File: src/rtl/mips_timer_if.sv
// Processor-bus slice seen by one timer device: bridge-decoded word address, byte enables, write data/strobe, read data.
// Latency: none of its own; read data follows the address combinationally inside the device.
// Backpressure: none; a strobed write always completes in the cycle it is presented.
interface mips_timer_if;
   logic [1:0]  Addr;
   logic [3:0]  BE;
   logic [31:0] DIn;
   logic        We;
   logic [31:0] DOut;

   // Bridge side: drives address/write controls, samples read data.
   modport master (output Addr, output BE, output DIn, output We, input DOut);
   // Device side: decodes address/write controls, returns read data.
   modport slave  (input Addr, input BE, input DIn, input We, output DOut);
endinterface

File: src/rtl/mips_timer.sv
// Programmable down-counting bus timer (CTRL/PRESET/COUNT) with masked IRQ; optional prescaler via TIMER_PRESCALE_EN.
// Latency: reads combinational on Addr; IRQ registered, N+3 edges after Enable (N*PRESCALE+PRESCALE+2 with prescaler).
// Backpressure: none; every strobed write lands on the edge it is presented, COUNT writes are dropped.
module mips_timer #(
   parameter int PRESCALE = 4
) (
   input  logic        clk,
   input  logic        reset,
   mips_timer_if.slave bus,
   output logic        IRQ
);
   typedef enum logic [1:0] {IDLE, LOAD, CNT, INT} state_t;

   state_t      state;
   state_t      state_nxt;
   logic        enable;
   logic [1:0]  mode;
   logic        im;
   logic        pend;
   logic [31:0] preset;
   logic [31:0] count;
   logic [31:0] count_nxt;
   logic        tick;
   logic        ctrl_wr;
   logic        oneshot_done;

   // A CTRL write only means something when byte 0 is enabled; the upper bytes are not stored.
   assign ctrl_wr = bus.We && (bus.Addr == 2'd0) && bus.BE[0];

`ifdef TIMER_PRESCALE_EN
   localparam int PW = (PRESCALE > 1) ? $clog2(PRESCALE) : 1;
   localparam logic [PW-1:0] PLAST = PW'(PRESCALE - 1);

   logic [PW-1:0] presc;

   assign tick = (presc == PLAST);

   // Prescale counter: restarts on each load, wraps once per count step while counting.
   always_ff @(posedge clk or negedge reset) begin
      if (!reset)
         presc <= '0;
      else if (state == LOAD)
         presc <= '0;
      else if ((state == CNT) && enable)
         presc <= tick ? '0 : presc + 1'b1;
   end
`else
   // Without the prescaler the counter steps on every cycle.
   assign tick = 1'b1;
`endif

   // Next-state and next-count decode; the zero check shares the decrement's tick.
   always_comb begin
      state_nxt    = state;
      count_nxt    = count;
      oneshot_done = 1'b0;
      case (state)
         IDLE: begin
            if (enable)
               state_nxt = LOAD;
         end
         LOAD: begin
            count_nxt = preset;
            state_nxt = CNT;
         end
         CNT: begin
            if (!enable)
               state_nxt = IDLE;
            else if (tick) begin
               if (count != '0)
                  count_nxt = count - 1'b1;
               else
                  state_nxt = INT;
            end
         end
         INT: begin
            if (mode == 2'b01)
               state_nxt = LOAD;
            else begin
               state_nxt    = IDLE;
               oneshot_done = 1'b1;
            end
         end
         default: state_nxt = IDLE;
      endcase
   end

   // State and count registers.
   always_ff @(posedge clk or negedge reset) begin
      if (!reset) begin
         state <= IDLE;
         count <= '0;
      end else begin
         state <= state_nxt;
         count <= count_nxt;
      end
   end

   // CTRL and pending flag: a bus write to CTRL overrides the one-shot Enable clear and always clears pend.
   always_ff @(posedge clk or negedge reset) begin
      if (!reset) begin
         enable <= 1'b0;
         mode   <= 2'b00;
         im     <= 1'b0;
         pend   <= 1'b0;
      end else if (ctrl_wr) begin
         enable <= bus.DIn[0];
         mode   <= bus.DIn[2:1];
         im     <= bus.DIn[3];
         pend   <= 1'b0;
      end else if (oneshot_done) begin
         enable <= 1'b0;
         pend   <= 1'b1;
      end
   end

   // PRESET: byte-granular writes; a running count only sees it at the next load.
   always_ff @(posedge clk or negedge reset) begin
      if (!reset)
         preset <= '0;
      else if (bus.We && (bus.Addr == 2'd1)) begin
         for (int i = 0; i < 4; i++)
            if (bus.BE[i])
               preset[8*i +: 8] <= bus.DIn[8*i +: 8];
      end
   end

   // Read mux: side-effect free, offset 3 reads as zero.
   always_comb begin
      bus.DOut = '0;
      case (bus.Addr)
         2'd0:    bus.DOut = {28'd0, im, mode, enable};
         2'd1:    bus.DOut = preset;
         2'd2:    bus.DOut = count;
         default: bus.DOut = '0;
      endcase
   end

   // IRQ from registered state only, so bus activity cannot glitch it.
   assign IRQ = im & ((state == INT) | pend);

endmodule

File: src/flat_wrapper.sv
// flat-port wrapper written by rule: the top's interface ports become plain ports
module mips_timer_flat 
#(
   parameter int PRESCALE = 4
)
  (clk, reset, IRQ, bus_Addr, bus_BE, bus_DIn, bus_We, bus_DOut);
  mips_timer_if bus_i ();
  input  logic clk;
  input  logic reset;
  output logic IRQ;
  input wire logic [$bits(bus_i.Addr)-1:0] bus_Addr;
  input wire logic [$bits(bus_i.BE)-1:0] bus_BE;
  input wire logic [$bits(bus_i.DIn)-1:0] bus_DIn;
  input wire logic [$bits(bus_i.We)-1:0] bus_We;
  output wire logic [$bits(bus_i.DOut)-1:0] bus_DOut;
  assign bus_i.Addr = bus_Addr;
  assign bus_i.BE = bus_BE;
  assign bus_i.DIn = bus_DIn;
  assign bus_i.We = bus_We;
  assign bus_DOut = bus_i.DOut;
  mips_timer #(.PRESCALE(PRESCALE)) u_core (.clk(clk), .reset(reset), .bus(bus_i), .IRQ(IRQ));
endmodule
File: config.mk
export PLATFORM = sky130hd
export DESIGN_NAME = mips_timer_flat
export DESIGN_NICKNAME = d
export VERILOG_FILES = /design/src/rtl/mips_timer_if.sv /design/src/rtl/mips_timer.sv /design/src/flat_wrapper.sv
export SDC_FILE = /design/constraint.sdc
export NUM_CORES = 1
export LEC_CHECK = 0
export CAP_MARGIN = 40
export CELL_PAD_IN_SITES_DETAIL_PLACEMENT = 2
export CELL_PAD_IN_SITES_GLOBAL_PLACEMENT = 2
export CORE_MARGIN = 2
export CORE_UTILIZATION = 36
export CTS_CLUSTER_SIZE = 20
export DETAILED_ROUTE_END_ITERATION = 6
export MAX_ROUTING_LAYER = met4
export PLACE_DENSITY_LB_ADDON = 0.05
export SYNTH_ARGS = -nofsm -noshare
export SYNTH_HDL_FRONTEND = slang
export SYNTH_SLANG_ARGS = --single-unit
File: constraint.sdc
create_clock -name clk -period 6.93 [get_ports clk]
set_clock_uncertainty 0.15 [all_clocks]
set_input_delay 1.7325 -clock clk [delete_from_list [all_inputs] [get_ports clk]]
set_output_delay 1.7325 -clock clk [all_outputs]
set_load 0.03 [all_outputs]
Run 1, sequential cells grouped by signal name:
The bar under the picture is 20 um long.
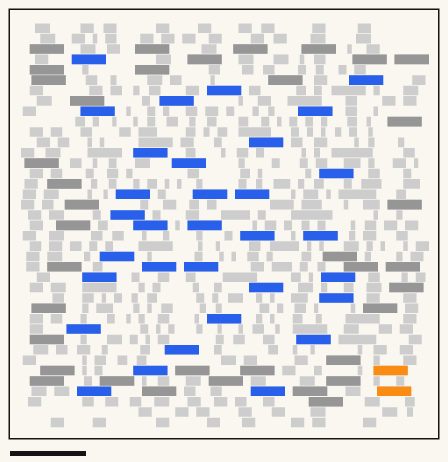
[blue] `u_core.count` | flops: 32
[orange] `u_core.mode` | flops: 2
power consumed by sequential cells: 779 uW
final core utilization: 47.3%
fraction of area in registers: 32.9%
combined flip-flop and latch cell area: 1780 um^2

Run 1, supply network:
The bar under the picture is 20 um long. Pins as bars on the die edge. Tap cells in gray.
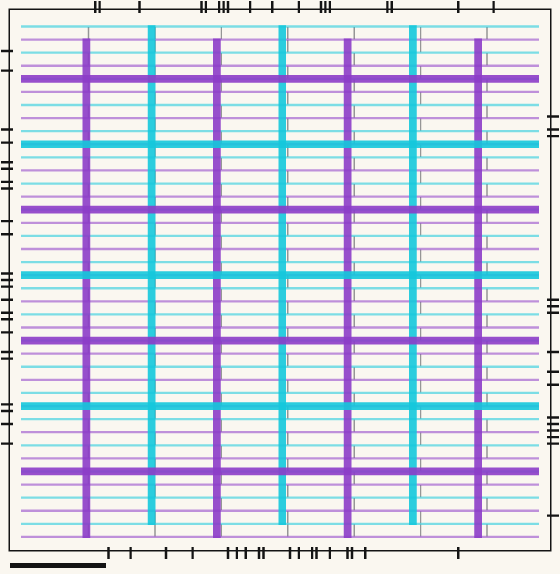
[purple] VSS
[cyan] VDD
tap cells: 143
met1 rails: 40
rows: 39
met4 straps: 7
met5 straps: 7
y dimension of the die: 112 um
overall die width: 112 um
placeable core region: 11400 um^2

Run 1, placement view:
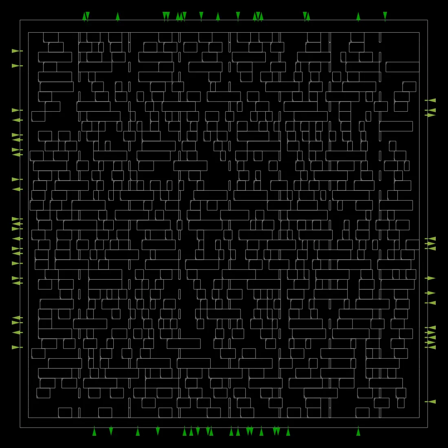
Rows: 39
fill cell total of the finished layout: 1207
Flops: 71

==> reports/notes.md, run 1 <==
TritonCTS built the clock tree. The die footprint was 12600 um^2; the remaining max-slew budget at the tightest pin was 42.4%. The tree built by TritonCTS fans out to 71 sinks. The first global-routing pass estimated 24.4 mm of wire. The cell with the biggest individual delay on the critical path is clkdlybuf4s50_1. The run finished with clean final reports. The number of buffer cells added on primary ports works out to 73. For this run, the detailed router's first-pass iteration total came to 4. Per the detailed placement report, the placed cell area equals 5090 um^2.

The path class of the tightest hold or removal check is reg2reg. The fraction of the cycle the final worst path needs is 88.7%. The tools report the area of all placed cells without fillers as 5400 um^2. For this sky-water flow run, the detailed-routed wirelength per cell is reported as 23.5 um. The synthesis stats list as the most numerous cell dfrtp_1. The synthesized design spends more area on one cell type than any other, namely dfrtp_1. Per the detail_route report, DRC violations left total 0. The required time at the worst endpoint is listed as 5050 ps. In the final report, the number of endpoints failing setup comes to 0. Timing would allow up to 163 MHz. The register share after synthesis came out at 42.1%. By count the netlist is led by 71 x dfrtp_1, 36 x nand2_1, 35 x mux2_2. The final period demand of the worst path is 6150 ps. Per the synth log, the flip-flop and latch total comes to 71.

The logs give 0 for the number of antenna repair diodes and 420 for the cell count listed in synth_stat.txt. Between the synthesized netlist and the finished layout, the area growth was recorded as 28.1%. Family of cells with the greatest summed delay on the critical path: buffers and inverters.

The peak ir drop on the vdd network is 0.263 mV. The clock tree synthesis step divided the H-tree into 3 levels. Summed over all nets, the half-perimeter wirelength after detailed placement is 10.1 mm.

At floorplan, the net count of the design was reported as 466. The effective utilization at floorplan was 36.9%. The fraction of layout instances using a drive strength above 1 came out at 15.7%. The run gives 198 for the number of DRC markers in iteration 0. The tools report the weighted congestion reported at the end of routability-driven placement as 0.781. The design draws 2.40 mW. Entering global routing, the biggest net connects 43 pins. The run gives 0 as the overflow left after global routing. The tools report the CTS root buffer as clkbuf_16. The finished design was reported to have a net count of 526.

The proportion of netlist area held by the largest area contributor was 42.1%; the final tally of max-slew violations was 0. For the number of cells produced by synthesis, the log shows 420. The run gives 24 for the highest fanout seen on the critical path. Per the layout area report, the combinational gate area comes to 2270 um^2. The run gives 0 as the number of antenna violations at the first check in global routing.

Global routing used 25.3% of the available tracks across all layers. After synthesis, the chip area reported by Yosys is 4220 um^2. The average via count per standard cell was 6.26. After synthesis the cells add up to 4220 um^2.

Counting both buffers and inverters, the worst setup path holds a total of 3. Count of cell types in the netlist: 67. After clock tree synthesis, the flow added hold-fix buffers numbering 0.

Via count of the first global-routing pass: 4430. In this run the maximum-capacitance check reported violations numbering 0. The run gives 2 for the maximum root-to-sink buffer count. Walking the worst path, the cells encountered are clkdlybuf4s50_1, nor2b_2, buf_4, nand2_1, o21ai_0, clkdlybuf4s50_1.

Setup repair after global routing left no endpoint under its margin. In the post-synthesis netlist, the biggest area contributors are dfrtp_1 42%, mux2_2 9.3%, a22o_1 6.0%. Critical path endpoint category: an output port. The cell repeated most along the worst path was clkdlybuf4s50_1.

Setup total negative slack on the finished layout was measured at 0 ps. The total of cells resized after clock tree synthesis is 0, and the power per cell area is 444 nW/um^2. The clock-pin slew reported for the worst setup and hold paths after clock tree synthesis works out to 60 ps.

The arrival time of data at the critical path endpoint came out at 4270 ps. Transition time at the pin with the least slew margin: 864 ps. Summing over every cut layer, the via total after detailed routing is 3925.

On the worst path, the slowest cell contributes a delay of 700 ps. A synthesized cell averages 10.0 um^2. The Yosys step of the flow raised 0 warnings. Per the OpenROAD power report, leakage power amounts to 2.08 nW. The synthesized design contains 0 enable-type register cells.

The routed design has 14.7 mm of wire. The later pin in the worst-skew pair is clocked with a latency of 340 ps. The count of nets left with antenna violations once routing finished came out at 0.

The fraction of registers with async set or reset after synthesis works out to 100%. Flip-flop cell with the highest count after synthesis: dfrtp_1. During I/O placement, the number of pins put on the boundary was 74.

With the final-report hold violation count at 0, the TritonCTS buffer count is 9. STA classifies the critical path startpoint as an input port. The setup path with the least slack is of type in2out. The number of logged tool warnings works out to 29. The tools report the post-CTS setup buffer count as 0.
[run 1: tightest hold or removal path, cell delays in order (launching register included)]
cell and delay, ps:
dfrtp_1 350, a21oi_1 50, nor2_1 80
[run 1: worst paths after layout]
check                                 from          endpoint  slack (ps)  depth (start not counted)
setup / recovery               bus_Addr[0]       bus_DOut[3]         780                          6
hold / removal                 u_core.pend       u_core.pend         370                          2
setup reg to reg           u_core.count[1]   u_core.count[5]        3540                          8
hold reg to reg                u_core.pend       u_core.pend         370                          2
max in group asynchronous            reset  u_core.count[17]        4780                          3
min in group asynchronous            reset    u_core.mode[1]        1280                          2
[run 1: cells by family (layout without fill, tap and decap cells)]
logic type | count (synthesis) | count (layout) | share of synthesized area, %
flip-flops | 71 | 71 | 42.1
XOR/XNOR | 1 | 1 | 0.208
adder cells (fa/ha/maj) | 5 | 5 | 1.48
AND/OR/NAND/NOR | 140 | 140 | 18.6
AND-OR/OR-AND | 121 | 121 | 22.2
multiplexers | 42 | 42 | 11.0
buffers and inverters | 40 | 104 | 4.30
[run 1: per-layer routing]
metal	part of all wire, %	GRT usage (%)	wire length (um)	vias up
li1	-	-	-	1750
met1	44	30.6	6440	2067
met2	51	42.9	7550	95
met3	4.0	6.05	591	13
met4	1.1	6.02	168	0
met5	0	-	0	-
[run 1: layout by cell type (no fill, tap or decap), drive strengths merged, types with 5 or more instances in the layout]
master / instances
a21oi: 12
a22o: 30
buf: 9
clkbuf: 11
clkdlybuf4s50: 72
dfrtp: 71
ha: 5
inv: 7
mux2: 35
mux2i: 7
nand2: 36
nand3: 17
nor2: 20
nor2b: 7
nor3: 11
nor4: 15
o211ai: 7
o21ai: 15
o22ai: 11
o311ai: 10
or3: 7
or4: 9
[run 1: registers in the layout, indices dropped and copies added (netlist names)]
register       cells
u_core.enable      1
u_core.im          1
u_core.count      32
u_core.preset     32
u_core.state       2
u_core.mode        2
u_core.pend        1
[run 1: area by class of cell]
class,count,area share (%)
Tap cell,143,3.31
Clock buffer,11,4.49
Sequential cell,71,32.9
Multi-Input combinational cell,309,42.0
Timing Repair Buffer,81,15.5
Inverter,8,0.556
Clock inverter,4,1.30
[run 1: metrics by stage]
stage	hold WS (ps)	cells	setup WS [ps]	util (%)
finish	371	627	781	47.3
CTS	373	627	743	47.3
global route	401	627	619	47.3
detailed placement	358	612	744	44.6
floorplan	314	420	1960	-
global placement	328	608	881	43.9
[run 1: power breakdown]
part	internal [mW]	leakage (nW)	switching (mW)	total (mW)
Clock	0.322	0.155	0.179	0.501
Combinational	0.451	1.06	0.668	1.12
Sequential	0.566	0.865	0.213	0.779
==> run 2: changes to the inputs <==
CAP_MARGIN = unset   (was 40)
GPL_ROUTABILITY_DRIVEN = 0   (was unset)
SLEW_MARGIN = 10   (was unset)
Run 2, sequential cells grouped by signal name:
The bar under the picture is 20 um long.
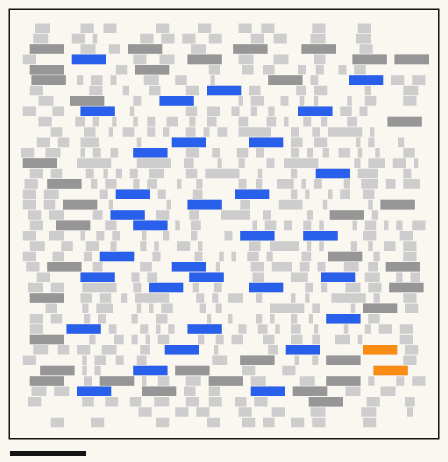
[orange] `u_core.mode` | flops: 2
[blue] `u_core.count` | flops: 32
not colored: 37
fraction of area in registers: 33.7%
final core utilization: 46.2%
power consumed by sequential cells: 777 uW

==> reports/notes.md, run 2 <==
Fraction of the cycle the final worst path needs: 88.3% (-0.47 points). The launch point of the critical path is bus_Addr[0]. The flow ran to the end, and the final reports show no timing, DRC or antenna violations.

The kind of launch point of the worst setup path is an input port. The number of cells produced by synthesis is 420 (unchanged). Final-layout setup total negative slack: 0 ps (unchanged). With the average wire per standard cell at 23.0 um (-2.1%), the final tally of setup violations is 0 (unchanged). The total routed wirelength is 14.3 mm (-2.7%), and the number of antenna violations at the first check in global routing is 0 (unchanged). Setup repair after global routing left no endpoint under its margin.

The total of hold buffers inserted after clock tree synthesis came out at 0 (unchanged). The number of buffer cells added on primary ports is 73 (unchanged), and the count of pins on the block boundary is 74 (unchanged). The synthesized-area fraction occupied by xor and xnor cells was 0.208% (unchanged). Summed over all instances, the cell type with the most area after synthesis is dfrtp_1. The remaining max-slew budget at the tightest pin was 28.7% (-14 points).

For reference, the most critical setup path is categorized as in2out. The flip-flop cell with the highest count after synthesis is dfrtp_1. The setup slack after layout was 814 ps (+32.6 ps). The run gives 22.2% (unchanged) for the area share of and-or/or-and cells after synthesis. CTS root buffer: clkbuf_16.

TritonCTS built the clock tree. Per the cell usage report, the commonest logic cells after layout are 72 x clkdlybuf4s50_1, 71 x dfrtp_1, 36 x nand2_1, 35 x mux2_2, 29 x a22o_1. Average via count per standard cell: 6.13 (-2.1%). The number of vias after detailed routing was 3819 (-2.7%). The run gives 789 ps (+45.2 ps) as the pre-CTS setup slack.

The largest registers in the layout are u_core.count x32, u_core.preset x32. The number of enable-type register cells in the synthesized netlist works out to 0 (unchanged). For the final net count, the log shows 522 (-0.76%). The total power was 2.28 mW (-5.1%).

The logs give 3 (unchanged) for the CTS H-tree depth and 1780 um^2 (unchanged) for the sequential cell area. Share of synthesized cell area in full adder, half adder and majority cells: 1.48% (unchanged). In this run the worst hold path is classified as reg2reg. The logs give 2 (unchanged) for the maximum root-to-sink buffer count and 0 (unchanged) for the number of antenna repair diodes. Vertical die dimension: 112 um (unchanged).

The effective utilization at floorplan came out at 36.9% (unchanged). The required time of the critical path came out at 5050 ps (about the same). Count of yosys warnings during synthesis: 0 (unchanged). The logs give 1240 (+2.7%) for the count of fill cells added during filler insertion and 4328 (-2.3%) for the via count of the first global-routing pass. The net count entering floorplan is 466 (unchanged). The overflow left after global routing was 0 (unchanged); the mux contribution to synthesized area was 11.0% (unchanged). For the count of max-cap constraint violations, the log shows 0 (unchanged). Looking at the gate-level netlist, the highest instance count belongs to dfrtp_1. TritonCTS buffer count: 9 (unchanged).

The fraction of layout instances using a drive strength above 1 is 15.0% (-0.70 points). The pin count of the biggest net entering global routing was 72 (+67%). The residual antenna-violating net count after detailed routing is 0 (unchanged), and the global-route wire length before repair is 23.7 mm (-2.7%). The run gives 340 ps (about the same) for the insertion delay of the later-clocked pin in the worst-skew pair.

The worst register-to-register path begins at u_core.state[0]. Per the run report, area growth between synthesis and finish was 25.0%. Top logic cell family in the synthesized netlist: AND-OR/OR-AND gates. The run gives 67 (unchanged) as the count of cell types in the netlist. With the share of synthesized cell area in and, or, nand and nor gates at 18.6% (unchanged), the post-synthesis area per instance is 10.0 um^2 (unchanged). The launch point of the worst min-delay path is recorded as u_core.preset[29]. The number of logged tool warnings is 29 (unchanged).

The tools report the critical path endpoint category as an output port. The run gives 24.5% (-0.78 points) for the overall track demand over capacity in global routing. The run gives 11400 um^2 (unchanged) as the area inside the core boundary.

The cell repeated most along the worst path is clkdlybuf4s50_1.
## run 2: layout make-up
| cell class | instances | share of cell area (%) |
|---|---|---|
| clock inverter | 4 | 0.427 |
| multi-input combinational | 309 | 43.0 |
| tap | 143 | 3.39 |
| sequential | 71 | 33.7 |
| inverter | 8 | 0.570 |
| timing repair buffer | 77 | 14.3 |
| clock buffer | 11 | 4.60 |
## run 2: where the power goes
| group | internal [mW] | switching (mW) |
|---|---|---|
| combinational | 0.418 | 0.655 |
| clock | 0.248 | 0.179 |
| sequential | 0.566 | 0.211 |
## run 2: stage by stage
step / hold WS [ps] / cells
finish: 381 / 623
global route: 401 / 623
CTS: 385 / 623
detailed placement: 370 / 608
global placement: 328 / 608
floorplan: 314 / 420
## run 2: critical path: cells and delay by family
family | cells | cell delay (ps)
buffers and inverters | 3 | 1720
and+or+nand+nor | 2 | 670
AOI/OAI and AO/OA | 1 | 100
## run 2: kinds of logic after synthesis
group	after synthesis
xor+xnor	1
fa+ha+maj	5
simple gates	140
buf+inv	40
compound gates	121
mux	42
flops	71
## run 2: per-layer routing
metal / vias up / share of wire, % / wire (um) / GRT usage (%)
met1: 2009 / 44 / 6380 / 30.0
met5: - / 0 / 0 / -
met3: 9 / 2.7 / 390 / 4.59
met2: 62 / 52 / 7450 / 42.2
met4: 0 / 0.91 / 131 / 5.61
li1: 1739 / - / - / -
## run 2: final timing paths
kind	endpoint	slack (ps)
min in group asynchronous	u_core.mode[0]	1500
worst max-delay path	bus_DOut[2]	810
max in group asynchronous	u_core.count[16]	4500
worst min register to register	u_core.preset[29]	380
worst max register to register	u_core.count[31]	2710
worst min-delay path	u_core.preset[29]	380
Power and IR drop assume default switching activity.
